`src/rtl/mult_issue_sched.sv`:
```
// Issue scheduler for a shared multi-cycle multiplier: round-robin grant among
// reservation-station entries, occupancy countdown, then a CDB broadcast handshake.
module mult_issue_sched #(
    parameter int NUM_REQ = 4,
    parameter int TAG_W   = 6,
    parameter int LAT     = 4
) (
    input  logic                     clock,
    input  logic                     reset,
    input  logic                     en,
    input  logic                     squash,
    input  logic [NUM_REQ-1:0]       req,
    input  logic [NUM_REQ*TAG_W-1:0] req_tag,
    output logic [NUM_REQ-1:0]       gnt,
    output logic                     fu_start,
    output logic                     busy,
    output logic                     cdb_req,
    output logic [TAG_W-1:0]         cdb_tag,
    input  logic                     cdb_ack
);

    localparam int PTR_W = (NUM_REQ > 1) ? $clog2(NUM_REQ) : 1;
    localparam int CNT_W = (LAT > 1) ? $clog2(LAT) : 1;
    localparam logic [PTR_W-1:0] PTR_RST  = PTR_W'(NUM_REQ - 1);
    localparam logic [CNT_W-1:0] CNT_LOAD = CNT_W'(LAT - 1);

    typedef enum logic [1:0] {
        IDLE,
        BUSY,
        DONE
    } state_t;

    state_t             state, state_nxt;
    logic [PTR_W-1:0]   ptr, ptr_nxt;
    logic [CNT_W-1:0]   cnt, cnt_nxt;
    logic [TAG_W-1:0]   tag_q, tag_nxt;
    logic [PTR_W-1:0]   pick;
    logic [NUM_REQ-1:0] pick_oh;
    logic [TAG_W-1:0]   pick_tag;

    // First set request at or after ptr+1, wrapping; the previous winner ends up last.
    function automatic logic [PTR_W-1:0] rr_pick(input logic [NUM_REQ-1:0] r,
                                                 input logic [PTR_W-1:0]   p);
        logic             found;
        int               idx;
        logic [PTR_W-1:0] pi;
        rr_pick = p;
        found   = 1'b0;
        for (int k = 1; k <= NUM_REQ; k++) begin
            idx = (int'(p) + k) % NUM_REQ;
            pi  = PTR_W'(idx);
            if (!found && r[pi]) begin
                rr_pick = pi;
                found   = 1'b1;
            end
        end
    endfunction

    always_comb begin
        pick     = rr_pick(req, ptr);
        pick_oh  = '0;
        pick_tag = '0;
        for (int i = 0; i < NUM_REQ; i++) begin
            if (PTR_W'(i) == pick) begin
                pick_oh[i] = 1'b1;
                pick_tag   = req_tag[i*TAG_W +: TAG_W];
            end
        end
    end

    always_comb begin
        state_nxt = state;
        ptr_nxt   = ptr;
        cnt_nxt   = cnt;
        tag_nxt   = tag_q;
        gnt       = '0;
        cdb_req   = reset && en && (state == DONE);
        if (squash) begin
            state_nxt = IDLE;
            cnt_nxt   = '0;
        end else if (en) begin
            case (state)
                IDLE: begin
                    if (|req) begin
                        gnt       = pick_oh;
                        ptr_nxt   = pick;
                        tag_nxt   = pick_tag;
                        cnt_nxt   = CNT_LOAD;
                        state_nxt = BUSY;
                    end
                end
                BUSY: begin
                    if (cnt != '0) cnt_nxt = cnt - CNT_W'(1);
                    else           state_nxt = DONE;
                end
                DONE: begin
                    if (cdb_ack) state_nxt = IDLE;
                end
                default: state_nxt = IDLE;
            endcase
        end
        // Reset is asynchronous, so the combinational grant must drop with it.
        if (!reset) gnt = '0;
    end

    assign fu_start = |gnt;
    assign busy     = (state != IDLE);
    assign cdb_tag  = tag_q;

    always_ff @(posedge clock or negedge reset) begin
        if (!reset) begin
            state <= IDLE;
            ptr   <= PTR_RST;
            cnt   <= '0;
            tag_q <= '0;
        end else begin
            state <= state_nxt;
            ptr   <= ptr_nxt;
            cnt   <= cnt_nxt;
            tag_q <= tag_nxt;
        end
    end

endmodule

```
`config.mk`:
```
export PLATFORM = sky130hd
export DESIGN_NAME = mult_issue_sched
export DESIGN_NICKNAME = d
export VERILOG_FILES = /design/src/rtl/mult_issue_sched.sv
export SDC_FILE = /design/constraint.sdc
export NUM_CORES = 1
export LEC_CHECK = 0
export CAP_MARGIN = 20
export CORE_AREA = 2 2 54 51
export CTS_BUF_LIST = sky130_fd_sc_hd__clkbuf_2 sky130_fd_sc_hd__clkbuf_4 sky130_fd_sc_hd__clkbuf_8
export DETAILED_ROUTE_END_ITERATION = 7
export DIE_AREA = 0 0 56 53
export HOLD_SLACK_MARGIN = 0.12
export PLACE_DENSITY = 0.8
export SYNTH_ARGS = -nofsm -noshare
export SYNTH_HDL_FRONTEND = slang
export SYNTH_SLANG_ARGS = --single-unit
```
`constraint.sdc`:
```
create_clock -name clock -period 2.2 [get_ports clock]
set_input_delay 0.44 -clock clock [delete_from_list [all_inputs] [get_ports clock]]
set_output_delay 0.44 -clock clock [all_outputs]
set_load 0.05 [all_outputs]
```
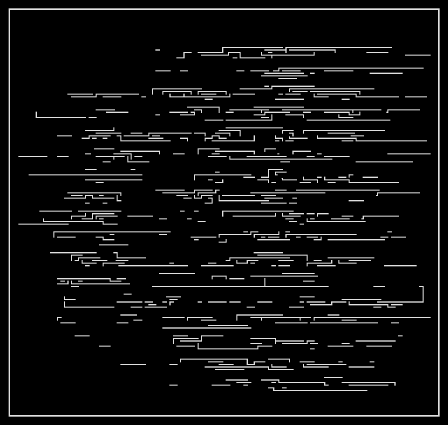
Fig. 1. M1 wires.
wire length on this layer	1260 um
nets with wire on the layer	185
main direction	horizontal
longest straight run	23.0 um

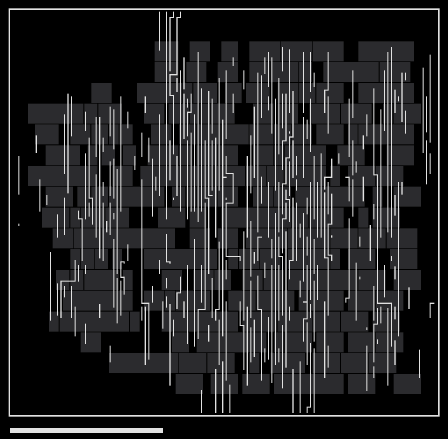
Fig. 2. Signal wires on met2.
The bar under the picture is 20 um long.
nets with wire on the layer	186
longest straight run	28.2 um
share of all routed wire	52%
main direction	vertical
wire length on this layer	1620 um

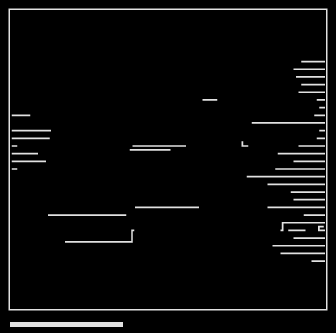
Fig. 3. Met3 routing.
The bar under the picture is 20 um long.
main direction	horizontal
share of all routed wire	7.6%
longest straight run	13.6 um

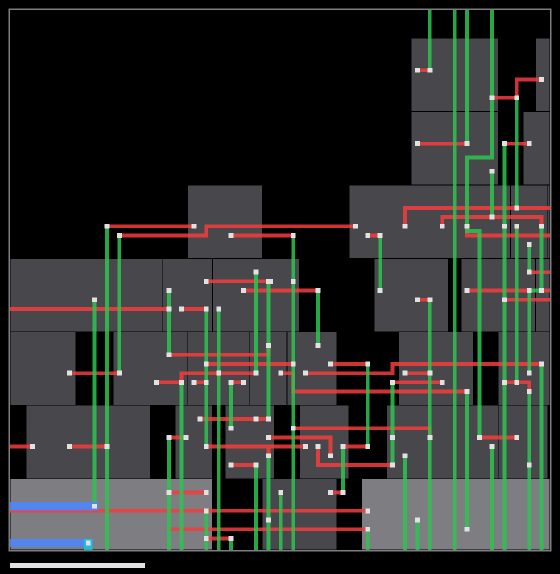
Fig. 4. A small window of the routed layout.
The bar under the picture is 5 um long. Region (4, 30) to (24, 50) um. Cells in grey, sequential cells in the stronger grey; small squares are vias.
colour	layer
blue	metal 3
green	metal 2
red	metal 1
cyan	metal 4
sequential cells in the window	2
cells with their middle in the window	26
most frequent	buf_4 (5), dlygate4sd2_1 (3)
netlist names of flops here include	ptr (1), state (1)

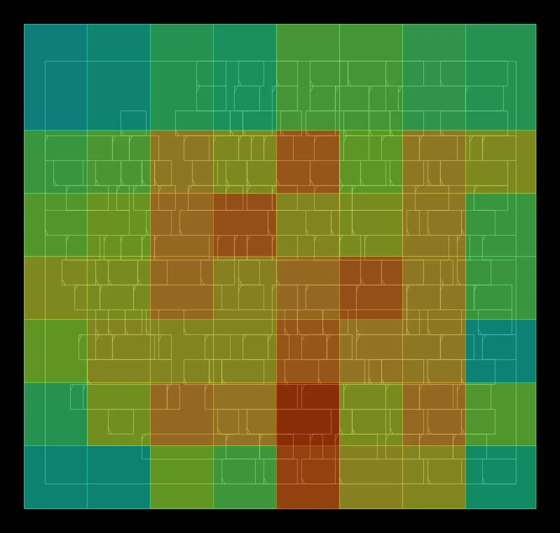
Fig. 5. Routing congestion.
met3 Track Usage GR: 6.11%
Final Util: 74.4%
gr usage total: 23.3%
M1 GR Usage: 25.7%

==> CHANGELOG.md <==
### Physical design

- # rows: 17
- Resize count post-CTS: 10
- CP max-delay cell: clkdlybuf4s50_1
- Status: finished, final reports clean
- Synth Seq Share: 31.1%
- Pin count of the biggest net entering global routing: 12
- Dominant class by area: buffers
- Sequential power: approximately 380 uW
- Core Region: 2380 um2
- Root buffer cell: clkbuf_4
- Io pins: 46
- Mux area share: 6.16%
- Mapped Nets: 139
- Avg Vias per Cell: around 5.4
- Max Fclk: between 0.4 and 0.5 GHz
- Worst vdd ir: roughly 0.75 mV
- Flop count: 12
- Cell Pwr Density: 968 nW/um2
- Syn_area_per_cell: roughly 9.3 um2
- Final hold slack: 409 ps
- Synth warnings: 0
cells in the final DEF (no fill, tap or decap), types with 3 or more instances in the layout:
cell,n
a2111oi_2,5
buf_12,5
clkbuf_4,3
dlygate4sd2_1,3
o21ai_0,6
a31oi_1,6
mux2i_1,6
o21ai_2,3
buf_4,25
clkdlybuf4s50_1,33
nor2_1,11
nand2_1,5
nor2b_1,3
dfrtp_1,9
a21oi_1,3
nor2_4,4
a211oi_2,6
inv_1,9
Yosys cell counts (all sizes together):
master / count / area [um2]
o21a: 1 / 7.51
nand2: 7 / 26.3
or3: 1 / 11.3
dfstp: 2 / 52.6
nand3: 1 / 10.0
inv: 9 / 33.8
o21ai: 10 / 53.8
and2: 1 / 6.26
nor4: 1 / 6.26
a32oi: 1 / 8.76
or2: 1 / 8.76
a21oi: 3 / 15.0
a211oi: 6 / 75.1
buf: 2 / 22.5
a31oi: 6 / 37.5
nor3: 2 / 15.0
mux2i: 6 / 60.1
ha: 1 / 12.5
o41ai: 1 / 16.3
nand2b: 2 / 12.5
a21o: 2 / 15.0
and3: 1 / 11.3
a31o: 1 / 8.76
nor2b: 4 / 25.0
nor2: 16 / 62.6
or2b: 1 / 7.51
a2111oi: 6 / 103
dfrtp: 10 / 250
metrics by stage:
stage	std cells	worst slack (ps)	cell area (um2)
after floorplan	105	17.3	1020
after global placement	196	-186	1680
after detailed placement	196	-232	1680
after CTS	202	1.41	1740
after global routing	205	0.352	1770
final	205	58.7	1770
layer usage:
layer	GRT usage, %	wire length (um)
met1	25.7	1260
met2	45.5	1620
met3	6.11	238
met4	4.37	13
met5	0	0
registers in the layout, indices dropped and copies added, names as in the netlist:
register  flops
cdb_tag       6
cnt           2
ptr           2
state         2
Power is estimated from default activity; no workload was simulated.
